## src/rtl/qos_pkg.sv

```systemverilog
// qos_pkg: shared constants, FSM state and weight types for the QoS WRR arbiter.
package qos_pkg;
    localparam int NUM_VC   = 4;
    localparam int WORD_W   = 12;
    localparam int DEST_MSB = WORD_W - 1;
    localparam int DEST_LSB = WORD_W - 2;
    typedef enum logic {IDLE, RUN} state_e;
    typedef logic [2:0] weight_t;
    localparam weight_t W0_DEF = 3'd4;
    localparam weight_t W1_DEF = 3'd3;
    localparam weight_t W2_DEF = 3'd2;
    localparam weight_t W3_DEF = 3'd1;
endpackage

```

## src/rtl/qos_rr_pick.sv

```systemverilog
// qos_rr_pick: rotating-priority encoder, scans ptr+1, ptr+2, ptr+3 and finally ptr itself.
module qos_rr_pick
    import qos_pkg::*;
(
    input  logic [NUM_VC-1:0] eligible_i,
    input  logic [1:0]        ptr_i,
    output logic              gnt_valid_o,
    output logic [1:0]        gnt_idx_o
);
    always_comb begin
        gnt_valid_o = 1'b0;
        gnt_idx_o = ptr_i;
        // descending scan so the nearest candidate after ptr wins last
        for (int k = NUM_VC; k >= 1; k--)
            if (eligible_i[ptr_i + 2'(k)]) begin
                gnt_valid_o = 1'b1;
                gnt_idx_o = ptr_i + 2'(k);
            end
    end
endmodule

```

## src/rtl/qos_wrr_arbiter.sv

```systemverilog
// qos_wrr_arbiter: weighted round-robin drain of four VC FIFOs into per-class output FIFOs.
// QOS_WRR_WEIGHTS_EN enables W0..W3; without it every weight is 1 (plain round robin).
module qos_wrr_arbiter
    import qos_pkg::*;
#(
    parameter int      WORD_W = 12,
    parameter weight_t W0 = W0_DEF,
    parameter weight_t W1 = W1_DEF,
    parameter weight_t W2 = W2_DEF,
    parameter weight_t W3 = W3_DEF
) (
    input  logic              clk,
    input  logic              reset,
    input  logic              active_in,
    input  logic [3:0]        vc_empty,
    input  logic [WORD_W-1:0] vc_data0,
    input  logic [WORD_W-1:0] vc_data1,
    input  logic [WORD_W-1:0] vc_data2,
    input  logic [WORD_W-1:0] vc_data3,
    output logic [3:0]        vc_pop,
    input  logic [3:0]        out_afull,
    output logic [3:0]        out_push,
    output logic [WORD_W-1:0] out_data,
    output logic              arb_busy
);
`ifdef QOS_WRR_WEIGHTS_EN
    localparam bit WRR_EN = 1'b1;
`else
    localparam bit WRR_EN = 1'b0;
`endif
    localparam weight_t WT [NUM_VC] = '{WRR_EN ? W0 : weight_t'(1), WRR_EN ? W1 : weight_t'(1),
                                        WRR_EN ? W2 : weight_t'(1), WRR_EN ? W3 : weight_t'(1)};

    state_e            state_q, state_d;
    logic [1:0]        ptr_q, ptr_d;
    weight_t           credit_q, credit_d;
    logic [3:0]        push_q, push_d;
    logic [WORD_W-1:0] data_q, data_d;
    logic [WORD_W-1:0] head [NUM_VC];
    logic [NUM_VC-1:0] elig;
    logic              run, stay, pick_v, gnt_v;
    logic [1:0]        pick_idx, gnt_idx;

    assign head = '{vc_data0, vc_data1, vc_data2, vc_data3};
    // pops are suppressed while reset is high so the VC FIFOs keep their words
    assign run = state_q == RUN && active_in && !reset;

    always_comb begin
        elig = '0;
        for (int i = 0; i < NUM_VC; i++)
            elig[i] = run && !vc_empty[i] && !out_afull[head[i][WORD_W-1 -: 2]];
    end

    qos_rr_pick u_pick (
        .eligible_i (elig),
        .ptr_i      (ptr_q),
        .gnt_valid_o(pick_v),
        .gnt_idx_o  (pick_idx)
    );

    always_comb begin
        state_d = active_in ? RUN : IDLE;
        stay = elig[ptr_q] && credit_q != 3'd0;
        gnt_v = stay || pick_v;
        gnt_idx = stay ? ptr_q : pick_idx;
        ptr_d = gnt_v ? gnt_idx : ptr_q;
        credit_d = stay ? credit_q - 3'd1 : pick_v ? WT[pick_idx] - 3'd1 : credit_q;
        vc_pop = gnt_v ? 4'b0001 << gnt_idx : 4'b0000;
        push_d = gnt_v ? 4'b0001 << head[gnt_idx][WORD_W-1 -: 2] : 4'b0000;
        data_d = gnt_v ? head[gnt_idx] : data_q;
    end

    always_ff @(posedge clk) begin
        if (reset) begin
            state_q  <= IDLE;
            ptr_q    <= 2'd0;
            credit_q <= WT[0];
            push_q   <= 4'b0000;
            data_q   <= '0;
        end else begin
            state_q  <= state_d;
            ptr_q    <= ptr_d;
            credit_q <= credit_d;
            push_q   <= push_d;
            data_q   <= data_d;
        end
    end

    assign out_push = push_q;
    assign out_data = data_q;
    assign arb_busy = |push_q || |elig;
endmodule

```

## config.mk

```make
export PLATFORM = sky130hd
export DESIGN_NAME = qos_wrr_arbiter
export DESIGN_NICKNAME = d
export VERILOG_FILES = /design/src/rtl/qos_pkg.sv /design/src/rtl/qos_rr_pick.sv /design/src/rtl/qos_wrr_arbiter.sv
export SDC_FILE = /design/constraint.sdc
export NUM_CORES = 1
export LEC_CHECK = 0
export CORE_MARGIN = 2
export CORE_UTILIZATION = 40
export DETAILED_ROUTE_END_ITERATION = 12
export HOLD_SLACK_MARGIN = 0.06
export PLACE_DENSITY = 0.87
export SLEW_MARGIN = 15
export SYNTH_ARGS = -nofsm -noshare
export SYNTH_HDL_FRONTEND = slang
export SYNTH_SLANG_ARGS = --single-unit
```

## constraint.sdc

```tcl
create_clock -name clk -period 2.8 [get_ports clk]
set_input_delay 0.42 -clock clk [delete_from_list [all_inputs] [get_ports clk]]
set_output_delay 0.42 -clock clk [all_outputs]
set_load 0.1 [all_outputs]
```

==> images/logic_types.png <==
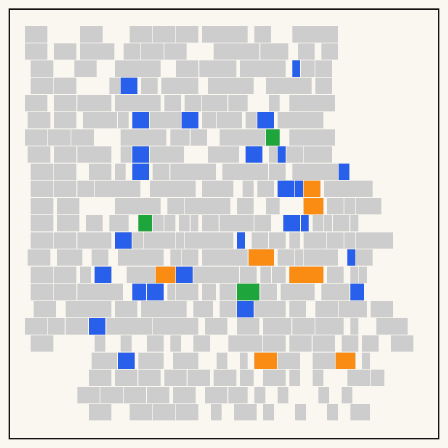
Key: orange = AND-OR and OR-AND gates [cells 7]; blue = NAND gates [cells 25, most used nand3b_1]; green = AND and OR gates [cells 3]
count of placed standard cells in the final layout, fillers left out: 321
most numerous logic cell after layout: clkdlybuf4s50_1
combinational fraction of the cell area: 44.4%

==> images/cell_density.png <==
The die is cut into 7 by 7 equal tiles; white is low, dark blue is high, 0 to 100% covered.
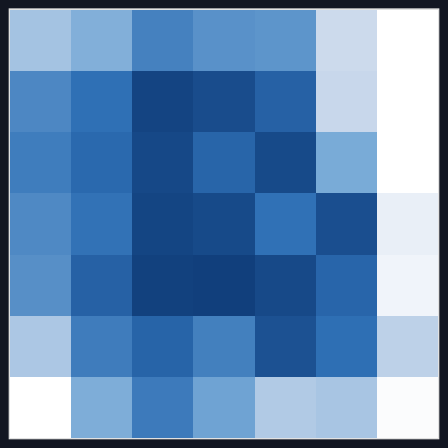
8.2% of the tiles are nearly empty. The emptiest ninth of the die: upper right. The mean over all tiles is 58%. The fullest tile reaches 94%. The densest ninth of the die: centre.
effective utilization at floorplan: 41.3%
core area: 3940 um^2
share of the core filled with cells: 69.2%

==> notes.md <==
The following summarizes the physical implementation.

Floorplanning
80 I/O pins were placed. Per the OpenROAD floorplan log, the height of the die is 67.8 um.

Global routing
The number of global-route vias before repair is 1603. The first global-routing pass estimated 7190 um of wire. The number of antenna violations at the first check in global routing is 0. Global routing consumed, on the met1 layer, 25.2% of the routing resources.

Logic synthesis
The tally of unique sky130hd cells used after synthesis is 42. The mux cell area share after synthesis is 30.5%. The synthesized netlist devotes 0.769% of its cell area to adder and majority cells.

Detailed routing
The total length of routed met2 wires is 2450 um. The first-pass iteration count of the detailed router is 4. Summed over all nets, wire length on met3 after detailed routing comes to 183 um. The vias after detailed routing is 1687.

Clock network
The count of instances resized after the clock tree is built is 49. The number of sinks handled by clock tree synthesis is 22. The hold buffer count at cts is 0. In this run the number of H-tree levels came out at 1.

STA
The final period demand of the worst path is 2740 ps. The final setup violation count is 0.

Critical path
The category of the worst setup path capture point is an output pin.

Cells and area
Clock cells make up 2.02% of the layout cell area. The fill cell instance count of the final layout is 299.

Status
The flow ran to the end, and the final reports show no timing, DRC or antenna violations.
worst max-delay path, stage by stage:
cell      delay, ps
buf_2           120
mux2i_1         220
a22oi_2         110
mux2_4          280
o21a_4          200
o211ai_1        260
o22ai_4         150
buf_6           150
nor3_4          210
buf_12          200
sequential cells by signal (all words and copies together), names as in the netlist:
signal and count:
out_push 4, ptr_q 2, state_q 1, credit_q 3, out_data 12
worst min-delay path by stage:
stage	slack (ps)	start	endpoint
2_1_floorplan	460	credit_q[0]	credit_q[0]
4_1_cts	480	out_data[3]	out_data[3]
5_1_grt	520	out_data[3]	out_data[3]
3_3_place_gp	460	out_data[0]	out_data[0]
3_5_place_dp	470	out_data[3]	out_data[3]
6_report	480	out_data[9]	out_data[9]
